==> src/rtl/multicycle_ctrl.sv <==
// multicycle_ctrl: multi-cycle RV32I sequencer. One memory access per state,
// shared instruction/data port, retired-instruction counter, halt on illegal
// opcode or memory timeout.
//
// Memory handshake: mem_req is held high from the first cycle of an access
// until the cycle in which mem_ready is sampled high. That cycle completes
// the access, and read data is valid in it. mem_ready is ignored whenever
// mem_req is low. Reset drops mem_req at once, and no completion is owed.
module multicycle_ctrl #(
    parameter int DW       = 32,
    parameter int WAIT_MAX = 15
) (
    input  logic          clk,
    input  logic          rst,
    input  logic [DW-1:0] instr,
    input  logic          eq,
    input  logic          mem_ready,
    output logic          mem_req,
    output logic          mem_we,
    output logic          addr_sel,
    output logic          ir_we,
    output logic          pc_we,
    output logic          pc_sel,
    output logic          reg_we,
    output logic [1:0]    wd_sel,
    output logic          alu_src,
    output logic [2:0]    alu_ctrl,
    output logic [2:0]    imm_src,
    output logic          halted,
    output logic [1:0]    fault,
    output logic [31:0]   instret
);

    localparam int CW = $clog2(WAIT_MAX + 1);

    localparam logic [6:0] OP_R   = 7'b0110011;
    localparam logic [6:0] OP_I   = 7'b0010011;
    localparam logic [6:0] OP_LW  = 7'b0000011;
    localparam logic [6:0] OP_SW  = 7'b0100011;
    localparam logic [6:0] OP_BR  = 7'b1100011;
    localparam logic [6:0] OP_JAL = 7'b1101111;

    localparam logic [2:0] ALU_ADD = 3'b000;
    localparam logic [2:0] ALU_SUB = 3'b001;
    localparam logic [2:0] ALU_AND = 3'b010;
    localparam logic [2:0] ALU_OR  = 3'b011;
    localparam logic [2:0] ALU_SLT = 3'b101;

    localparam logic [2:0] IMM_I = 3'b000;
    localparam logic [2:0] IMM_S = 3'b001;
    localparam logic [2:0] IMM_B = 3'b010;
    localparam logic [2:0] IMM_J = 3'b011;

    localparam logic [1:0] FAULT_NONE    = 2'b00;
    localparam logic [1:0] FAULT_ILLEGAL = 2'b01;
    localparam logic [1:0] FAULT_TIMEOUT = 2'b10;

    typedef enum logic [2:0] {
        S_IDLE, S_FETCH, S_DECODE, S_EXEC, S_MEM, S_HALT
    } state_t;

    state_t        state_q, state_d;
    logic [CW-1:0] cnt_q, cnt_d;
    logic [1:0]    fault_q, fault_d;
    logic [31:0]   instret_q, instret_d;

    logic [6:0] opcode;
    logic [2:0] funct3;
    logic       dec_legal, is_alu, is_lw, is_sw, is_br, is_jal;
    logic       dec_alu_src;
    logic [2:0] dec_alu_ctrl, dec_imm_src;
    logic       br_taken;
    logic       retire;
    logic       unused_instr;

    assign opcode       = instr[6:0];
    assign funct3       = instr[14:12];
    assign unused_instr = ^{instr[DW-1:31], instr[29:15], instr[11:7]};
    assign br_taken     = ((funct3 == 3'b000) && eq) || ((funct3 == 3'b001) && !eq);

    // Instruction decode: class flags, legality and ALU/immediate selects.
    always_comb begin
        dec_legal    = 1'b0;
        is_alu       = 1'b0;
        is_lw        = 1'b0;
        is_sw        = 1'b0;
        is_br        = 1'b0;
        is_jal       = 1'b0;
        dec_alu_src  = 1'b0;
        dec_alu_ctrl = ALU_ADD;
        dec_imm_src  = IMM_I;
        case (opcode)
            OP_R, OP_I: begin
                is_alu      = 1'b1;
                dec_alu_src = (opcode == OP_I);
                dec_legal   = 1'b1;
                case (funct3)
                    // instr[30] selects sub only for register-register ops.
                    3'b000:  dec_alu_ctrl = ((opcode == OP_R) && instr[30]) ? ALU_SUB : ALU_ADD;
                    3'b111:  dec_alu_ctrl = ALU_AND;
                    3'b110:  dec_alu_ctrl = ALU_OR;
                    3'b010:  dec_alu_ctrl = ALU_SLT;
                    default: dec_legal    = 1'b0;
                endcase
            end
            OP_LW: begin
                is_lw       = 1'b1;
                dec_legal   = (funct3 == 3'b010);
                dec_alu_src = 1'b1;
            end
            OP_SW: begin
                is_sw       = 1'b1;
                dec_legal   = (funct3 == 3'b010);
                dec_alu_src = 1'b1;
                dec_imm_src = IMM_S;
            end
            OP_BR: begin
                is_br        = 1'b1;
                dec_legal    = (funct3 == 3'b000) || (funct3 == 3'b001);
                dec_alu_ctrl = ALU_SUB;
                dec_imm_src  = IMM_B;
            end
            OP_JAL: begin
                is_jal      = 1'b1;
                dec_legal   = 1'b1;
                dec_imm_src = IMM_J;
            end
            default: ;
        endcase
    end

    // Next-state, wait counter, fault capture and all datapath strobes.
    always_comb begin
        state_d   = state_q;
        cnt_d     = '0;
        fault_d   = fault_q;
        retire    = 1'b0;
        mem_req   = 1'b0;
        mem_we    = 1'b0;
        addr_sel  = 1'b0;
        ir_we     = 1'b0;
        pc_we     = 1'b0;
        pc_sel    = 1'b0;
        reg_we    = 1'b0;
        wd_sel    = 2'b00;
        alu_src   = 1'b0;
        alu_ctrl  = 3'b000;
        imm_src   = 3'b000;
        halted    = 1'b0;

        if (state_q == S_DECODE || state_q == S_EXEC || state_q == S_MEM) begin
            alu_src  = dec_alu_src;
            alu_ctrl = dec_alu_ctrl;
            imm_src  = dec_imm_src;
        end

        case (state_q)
            S_IDLE: state_d = S_FETCH;
            S_FETCH: begin
                mem_req = 1'b1;
                if (mem_ready) begin
                    ir_we   = 1'b1;
                    state_d = S_DECODE;
                end else if (cnt_q == CW'(WAIT_MAX)) begin
                    state_d = S_HALT;
                    fault_d = FAULT_TIMEOUT;
                end else begin
                    cnt_d = cnt_q + 1'b1;
                end
            end
            S_DECODE: begin
                if (dec_legal) begin
                    state_d = S_EXEC;
                end else begin
                    state_d = S_HALT;
                    fault_d = FAULT_ILLEGAL;
                end
            end
            S_EXEC: begin
                // Legality is re-checked in case the instruction changed.
                if (!dec_legal) begin
                    state_d = S_HALT;
                    fault_d = FAULT_ILLEGAL;
                end else if (is_lw || is_sw) begin
                    state_d = S_MEM;
                end else begin
                    state_d = S_FETCH;
                    retire  = 1'b1;
                    pc_we   = 1'b1;
                    if (is_alu) begin
                        reg_we = 1'b1;
                    end else if (is_br) begin
                        pc_sel = br_taken;
                    end else if (is_jal) begin
                        reg_we = 1'b1;
                        wd_sel = 2'b10;
                        pc_sel = 1'b1;
                    end
                end
            end
            S_MEM: begin
                mem_req  = 1'b1;
                addr_sel = 1'b1;
                mem_we   = is_sw;
                if (mem_ready) begin
                    reg_we  = is_lw;
                    wd_sel  = is_lw ? 2'b01 : 2'b00;
                    pc_we   = 1'b1;
                    retire  = 1'b1;
                    state_d = S_FETCH;
                end else if (cnt_q == CW'(WAIT_MAX)) begin
                    state_d = S_HALT;
                    fault_d = FAULT_TIMEOUT;
                end else begin
                    cnt_d = cnt_q + 1'b1;
                end
            end
            S_HALT: halted = 1'b1;
            default: state_d = S_IDLE;
        endcase

        instret_d = instret_q + {31'd0, retire};
    end

    // State, counters and fault register; reset forces IDLE immediately.
    always_ff @(posedge clk or posedge rst) begin
        if (rst) begin
            state_q   <= S_IDLE;
            cnt_q     <= '0;
            fault_q   <= FAULT_NONE;
            instret_q <= '0;
        end else begin
            state_q   <= state_d;
            cnt_q     <= cnt_d;
            fault_q   <= fault_d;
            instret_q <= instret_d;
        end
    end

    assign fault   = fault_q;
    assign instret = instret_q;

endmodule

==> config.mk <==
export PLATFORM = sky130hd
export DESIGN_NAME = multicycle_ctrl
export DESIGN_NICKNAME = d
export VERILOG_FILES = /design/src/rtl/multicycle_ctrl.sv
export SDC_FILE = /design/constraint.sdc
export NUM_CORES = 1
export LEC_CHECK = 0
export ABC_CLOCK_PERIOD_IN_PS = 4660
export CAP_MARGIN = 20
export CORE_MARGIN = 4
export CORE_UTILIZATION = 47
export CTS_CLUSTER_DIAMETER = 80
export CTS_CLUSTER_SIZE = 12
export DETAILED_ROUTE_END_ITERATION = 7
export PLACE_DENSITY = 0.86
export SETUP_SLACK_MARGIN = 0.3
export SYNTH_ARGS = -nofsm -noshare
export SYNTH_HDL_FRONTEND = slang
export SYNTH_SLANG_ARGS = --single-unit
==> constraint.sdc <==
create_clock -name clk -period 4.66 [get_ports clk]
set_input_delay 0.932 -clock clk [delete_from_list [all_inputs] [get_ports clk]]
set_output_delay 0.932 -clock clk [all_outputs]
set_load 0.005 [all_outputs]
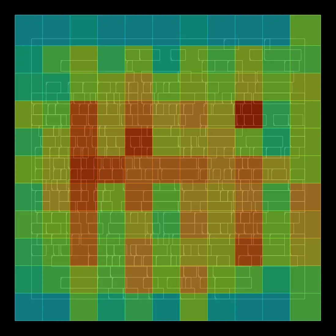
*Track usage over the die, run 1*
met2 usage: 29.5%
met1 usage: 21.7%

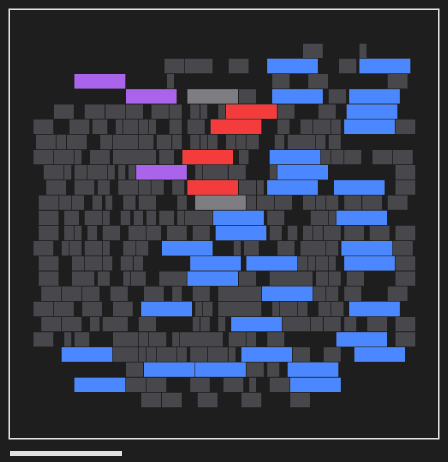
*Sequential cells grouped by signal name, run 1*
Scale bar: 20 um. Other sequential cells in the stronger gray, the rest of the logic in the fainter gray.
[cnt_q] red | flops: 4
[instret] blue | flops: 32
[state_q] purple | flops: 3
Seq area share: 33.9%
Flop+latch power: 0.452 mW
Sequential Area: 1030 um^2
Core Util, Final: 67.6%

==> impl_metrics.toml, run 1 <==
# physical design summary
[cts]
htreeDepth = 2
postCtsSetupBuffers = 0
root_buffer = "clkbuf_8"
cts_hold_buf = 0
cts_made_buffers = 5
clock_latency_ns = 0.30
cts_sinks = 41
clk_pin_slew_ns = 0.07
cts_buffer_depth = 2

[worst_setup_path]
reg2regPathDepth = 10
required_ns = 3.73
crit_end = "pc_we"
cpMaxStageDelayCell = "clkdlybuf4s50_1"
r2r-start = "state_q[1]$_DFFE_PP0N_"
crit_start = "instr[2]"
crit_family = "buffers and inverters"
end_kind = "output pin"
crit_chain = "clkdlybuf4s50_1 > nand4bb_1 > or2_2 > o22a_1 > o31ai_4 > clkdlybuf4s50_1"
reg2reg_to = "instret[28]$_DFF_PP0_"
critPathBufInv = 2
max_stage_delay_ns = 0.57
path_max_fanout = 5
path_class = "in -> out"
cp.arrival_ns = 3.28
critical_path.most_common_cell = "clkdlybuf4s50_1"
cp_num_cells = 6

[drt]
wl_met2_um = 2360
antenna_left = 0
highest_layer = "met4"
first_iter_violations = 103
wl_met3_um = 426
wirelength_um = 5000
met1Wirelength_um = 2120

[yosys]
synth_cell_types = 43
synthFlopType = "dfrtp_1"
synth-seq-cells = 41
syn-num-nets = 257
ys_sh_xor_pct = 13.8
ys_sh_aoi_pct = 7.84
synthTopCellsByCount = "41 x dfrtp_1, 27 x xnor2_1, 17 x nand3_1"
yosysWarnings = 0
top_cells_by_area = "dfrtp_1 46%, xnor2_1 11%, nand3_1 3.8%"
synth_area_um2 = 2220
simple_gate_share_pct = 27.1
synth_cells = 217
yosys-stat-area_um2 = 2220
most_common_cell = "dfrtp_1"
yosys_cells = 217
synthAdderAreaFrac_pct = 2.26
top_logic_kind = "simple AND/OR/NAND/NOR gates"
async_flop_share_pct = 100
top_area_share_pct = 46.3
ys_seq_share_pct = 46.3
largest_area_cell = "dfrtp_1"
edf_count = 0
avgSynthCellArea_um2 = 10.2

[floorplanning]
die_height_um = 76.7
die_x_um = 76.7
nWellTaps = 52
io_pins = 87
dieArea_um2 = 5880
initCoreUtil_pct = 49.6

[finish]
seq_cells = 41
sh_comb_area_pct = 38.0
mostFrequentLayoutCells = "64 x clkdlybuf4s50_1, 41 x dfrtp_1, 27 x xnor2_1"
num-nonclk-buffers = 69
num-fill-cells = 344
dominant_cells = "combinational gates"
fin_nets = 326
layout.cells.non_filler = 339
diodes = 0
comb_cells = 163
buffer_area_share_pct = 22.4
largest_reg_flops = 32
syn_to_final_growth_pct = 36.3
clkbuf_count = 6
final-clk-cell-share_pct = 2.73

[power_and_ir_drop]
clock_power_share_pct = 24.1
comb_power_share_pct = 26.8
ir_drop_mv = 0.141
power_leader = "sequential cells"
pg_clk_mw = 0.222
cellPowerDensity_nw_per_um2 = 305
pg_comb_mw = 0.247
total_power_mw = 0.922
p_sw_mw = 0.282
swShare_pct = 30.6
p_leak_nw = 1.28
p_int_mw = 0.640
p_seq_share_pct = 49.0

[place]
place_ws_ns = 0.243
io_buffers = 64
placed_cell_area_um2 = 2930
gp_congestion = 0.843
dp_hpwl_um = 3730
dp_cells = 331

[timing]
tightest_slew_ns = 0.613
layout_min_cycle_time_ns = 4.21
drv_slew = 0
max_clock_freq_mhz = 237
slew_headroom_pct = 58.8
worst_slack_ns = 0.449
finalClockPeriodUsage_pct = 90.4
whs_ns = 0.479
hold_viol_final = 0
grt_setup_unrepaired = "no"
fin_setup_tns_ns = 0
clock_skew_ns = 0.00714

[global_routing]
grt_pass1_vias = 1928
gr-usage-met3_pct = 6.44
grt_pass1_wl_um = 8660
grt_max_degree = 42
grt_util_all_layers_pct = 18.2
overflow = 0
top_usage_layer = "met2"

[hold_path]
hold_path_class = "reg -> reg"
worstHoldStart = "cnt_q[0]$_DFF_PP0_"
hold_path_depth = 1

[outcome]
status = "completed"

[flow_run]
tool_warnings = 48
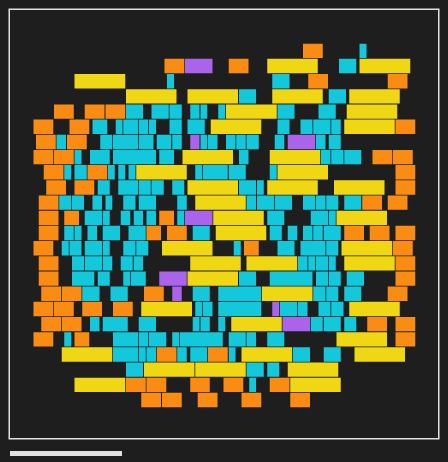
*Cells colored by class, run 1*
Scale bar: 20 um.
[combinational and other logic] cyan | cells: 169 | share of their area: 40%
[flops] yellow | cells: 41 | share of their area: 35%
[other buffers and delay cells] orange | cells: 69 | share of their area: 23%
[clock drivers and dummy loads] purple | cells: 8 | share of their area: 2.8%
CORE AREA: 4470 um^2
num rows: 24
post-layout instance area: 3020 um^2

### Gate families picked out, run 1

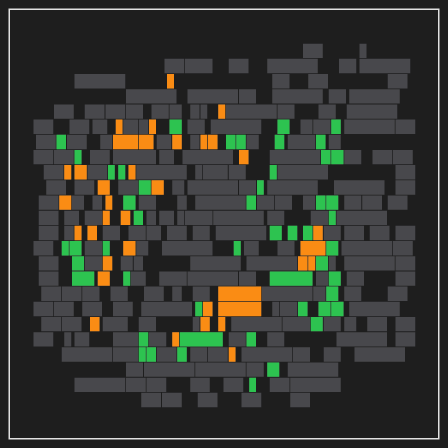

==> run 2, diff against run 1 <==
Settings changed: PLACE_DENSITY 0.86 to 0.94.
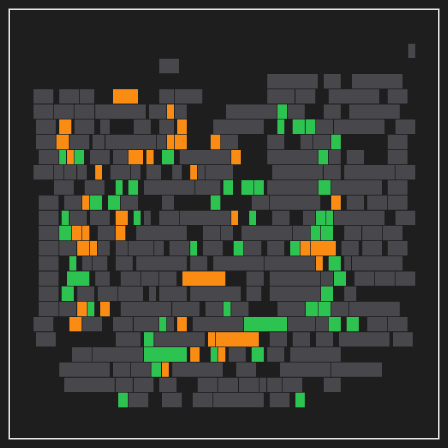
*Gate families picked out, run 2*
[NOR gates] orange | cells: 36
[NAND gates] green | cells: 50
Commonest Layout Cell: clkdlybuf4s50_1
multi-input logic portion of the cell area: 37.7%
non-filler cells, final: 338

==> run 2 against run 1 <==
Power grew 3.2%. Register-to-register slack gained 0.05 ns. Design area is essentially flat. Global-route usage grew 0.35 points. Largest power group unchanged. Maximum frequency grew 1.3%. Core utilization grew 0.056 points.
==> impl_metrics.toml, run 2 <==
# physical design summary
[worst_setup_path]
required_ns = 3.73
critical_path.most_common_cell = "clkdlybuf4s50_1"
crit_start = "instr[2]"
r2r_setup_slack_ns = 1.78
crit_chain = "clkdlybuf4s50_1 > nand4bb_1 > or2_2 > o22a_1 > o31ai_2 > clkdlybuf4s50_1"
crit_end = "pc_we"
cp_num_cells = 6
cpMaxStageDelayCell = "clkdlybuf4s50_1"
crit_family = "buffers and inverters"
r2r-start = "state_q[1]$_DFFE_PP0N_"
cp.arrival_ns = 3.23
reg2regPathDepth = 8
path_max_fanout = 5
critPathBufInv = 2
path_class = "in -> out"

[yosys]
top_cells_by_area = "dfrtp_1 46%, xnor2_1 11%, nand3_1 3.8%"
async_flop_share_pct = 100
yosys-stat-area_um2 = 2220
synthFlopType = "dfrtp_1"
synth_cells = 217
synthAdderAreaFrac_pct = 2.26
avgSynthCellArea_um2 = 10.2
yosysWarnings = 0
ys_sh_xor_pct = 13.8
top_logic_kind = "simple AND/OR/NAND/NOR gates"
largest_area_cell = "dfrtp_1"
synth_area_um2 = 2220
top_area_share_pct = 46.3
synth-seq-cells = 41
simple_gate_share_pct = 27.1
edf_count = 0
synth_cell_types = 43
ys_seq_share_pct = 46.3
syn-num-nets = 257
ys_sh_aoi_pct = 7.84

[outcome]
status = "completed"

[place]
io_buffers = 64
place_ws_ns = 0.414
dp_hpwl_um = 3950
placed_cell_area_um2 = 2920
dp_cells = 330

[finish]
syn_to_final_growth_pct = 36.5
mostFrequentLayoutCells = "64 x clkdlybuf4s50_1, 41 x dfrtp_1, 27 x xnor2_1"
clkbuf_count = 7
fin_nets = 325
seq_cells = 41
largest_reg_flops = 32
dominant_cells = "combinational gates"
diodes = 0
num-fill-cells = 330
num-nonclk-buffers = 68
fin_area_um2 = 3030
comb_cells = 163

[floorplanning]
dieArea_um2 = 5880
io_pins = 87
coreArea_um2 = 4470
initCoreUtil_pct = 49.6
nWellTaps = 52
rows = 24
die_x_um = 76.7
die_height_um = 76.7

[global_routing]
gr-usage-met3_pct = 8.08
grt_pass1_vias = 1913
grt_util_all_layers_pct = 18.5
grt_pass1_wl_um = 8910
met1_usage_pct = 20.8

[power_and_ir_drop]
pg_clk_mw = 0.252
p_sw_mw = 0.282
ir_drop_mv = 0.169
p_leak_nw = 1.28
cellPowerDensity_nw_per_um2 = 314
comb_power_share_pct = 26.0
seq_cell_power_mw = 0.453
p_seq_share_pct = 47.6
pg_comb_mw = 0.247
total_power_mw = 0.951
swShare_pct = 29.7

[cts]
postCtsSetupBuffers = 0
cts_sinks = 41
cts_buffer_depth = 2
cts_hold_buf = 0
root_buffer = "clkbuf_8"
clock_latency_ns = 0.29
cts_made_buffers = 5
clk_pin_slew_ns = 0.07

[timing]
max_clock_freq_mhz = 240
whs_ns = 0.487
tightest_slew_ns = 0.597
grt_setup_unrepaired = "no"
finalClockPeriodUsage_pct = 89.2
clock_skew_ns = 0.00593
layout_min_cycle_time_ns = 4.16
slew_headroom_pct = 59.9
drv_slew = 0
worst_slack_ns = 0.502
fin_setup_tns_ns = 0

[drt]
wirelength_um = 5310
wl_met3_um = 477
antenna_left = 0
met1Wirelength_um = 2140
first_iter_violations = 57
wl_met2_um = 2630

[hold_path]
hold_path_class = "reg -> reg"
hold_path_depth = 1
worstHoldStart = "cnt_q[0]$_DFF_PP0_"
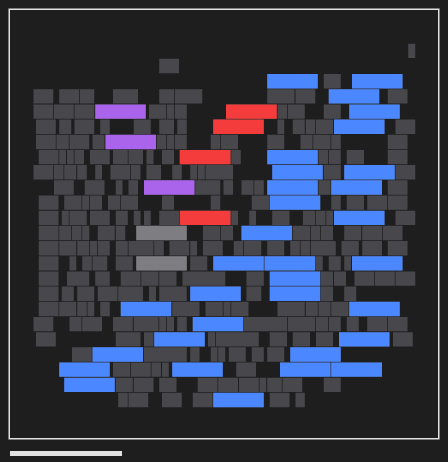
*Sequential cells grouped by signal name, run 2*
Scale bar: 20 um. Other sequential cells in the stronger gray, the rest of the logic in the fainter gray.
[instret] blue | flops: 32
[state_q] purple | flops: 3
[cnt_q] red | flops: 4
not colored: 2
Core Util, Final: 67.6%
Seq area share: 33.9%

### Track usage over the die, run 2

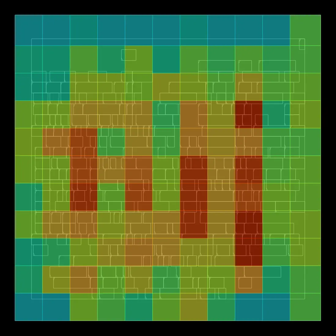

==> run 3, diff against run 2 <==
Settings changed: ABC_CLOCK_PERIOD_IN_PS 4660 to 3600, CORE_UTILIZATION 47 to 39, PLACE_DENSITY 0.94 to 0.85.
Clock period 4.66 ns to 3.6 ns, I/O delays scaled along.
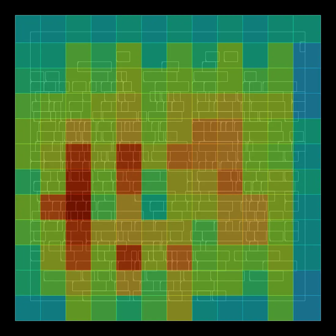
*Track usage over the die, run 3*
DR WL/cell: 14.6 um
Core Util, Final: 60.3%

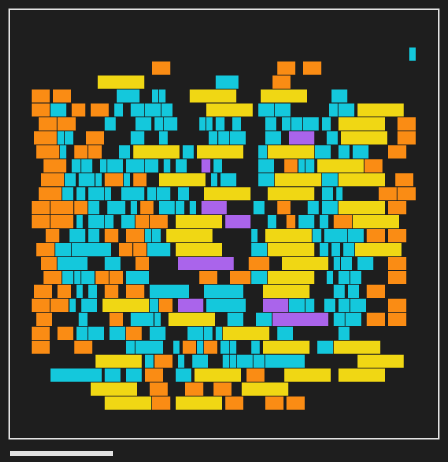
*Cells colored by class, run 3*
Scale bar: 20 um.
[clock drivers and dummy loads] purple | cells: 8 | share of their area: 4.1%
[flops] yellow | cells: 41 | share of their area: 32%
[other buffers and delay cells] orange | cells: 89 | share of their area: 26%
[combinational and other logic] cyan | cells: 169 | share of their area: 38%

==> run 3 against run 2 <==
Global-route usage down 3.0 points. Synthesized area unchanged. Clock power up 72%. Worst hold slack worse by 0.011 ns. Combinational power up 38%. Critical path depth up 2. Clock skew up 0.0020 ns. Clock-buffer cell count down 2. First-iteration DRC count up 44%. Sequential share of layout area down 3.0 points. Wire length up 4.0%. Flip-flop count unchanged. Largest power group unchanged. Highest routed layer unchanged.
==> impl_metrics.toml, run 3 <==
# physical design summary
[cts]
root_buffer = "clkbuf_8"
cts_sinks = 41
clock_latency_ns = 0.29
clk_pin_slew_ns = 0.08
cts_buffer_depth = 2
htreeDepth = 2
postCtsSetupBuffers = 2

[finish]
buffer_area_share_pct = 25.5
sh_comb_area_pct = 36.2
layout.cells.non_filler = 379
num-fill-cells = 486
dominant_cells = "combinational gates"
num-nonclk-buffers = 89
clkbuf_count = 5
fin_area_um2 = 3320
final-clk-cell-share_pct = 4.03

[worst_setup_path]
reg2reg_to = "instret[14]$_DFF_PP0_"
r2r-start = "state_q[1]$_DFFE_PP0N_"
r2r_setup_slack_ns = 0.79
critPathBufInv = 4
cpMaxStageDelayCell = "clkdlybuf4s50_1"
crit_chain = "clkdlybuf4s50_1 > nand4bb_4 > buf_4 > buf_4 > nor2_2 > o21ai_2 > nor2_1 > clkdlybuf4s50_1"
end_kind = "output pin"
path_max_fanout = 3
required_ns = 2.88

[outcome]
status = "completed"

[timing]
clock_skew_ns = 0.00791
slew_headroom_pct = 56.1
max_clock_freq_mhz = 313
finalClockPeriodUsage_pct = 88.9
fin_setup_tns_ns = 0
tightest_slew_ns = 0.653
grt_setup_unrepaired = "no"
drv_slew = 0
whs_ns = 0.475
layout_min_cycle_time_ns = 3.20

[place]
placed_cell_area_um2 = 3060
io_buffers = 64
dp_hpwl_um = 3970

[power_and_ir_drop]
pg_comb_mw = 0.342
total_power_mw = 1.36
p_leak_nw = 1.54
p_int_mw = 0.982
clock_power_share_pct = 31.8
comb_power_share_pct = 25.1
swShare_pct = 27.9
p_sw_mw = 0.380

[global_routing]
grt_util_all_layers_pct = 15.5
overflow = 0
top_usage_layer = "met2"
gr-usage-met3_pct = 6.05
grt_pass1_wl_um = 9030

[yosys]
yosysWarnings = 0
top_logic_kind = "simple AND/OR/NAND/NOR gates"
edf_count = 0
synth_cell_types = 43
ys_seq_share_pct = 46.3
async_flop_share_pct = 100
synth_area_um2 = 2220
synth_cells = 217

[drt]
highest_layer = "met4"
wl_met3_um = 457
wirelength_um = 5520

[floorplanning]
initCoreUtil_pct = 40.3
nWellTaps = 72
coreArea_um2 = 5510

[hold_path]
worstHoldStart = "cnt_q[0]$_DFF_PP0_"
hold_path_depth = 1
Power and IR drop assume default switching activity.
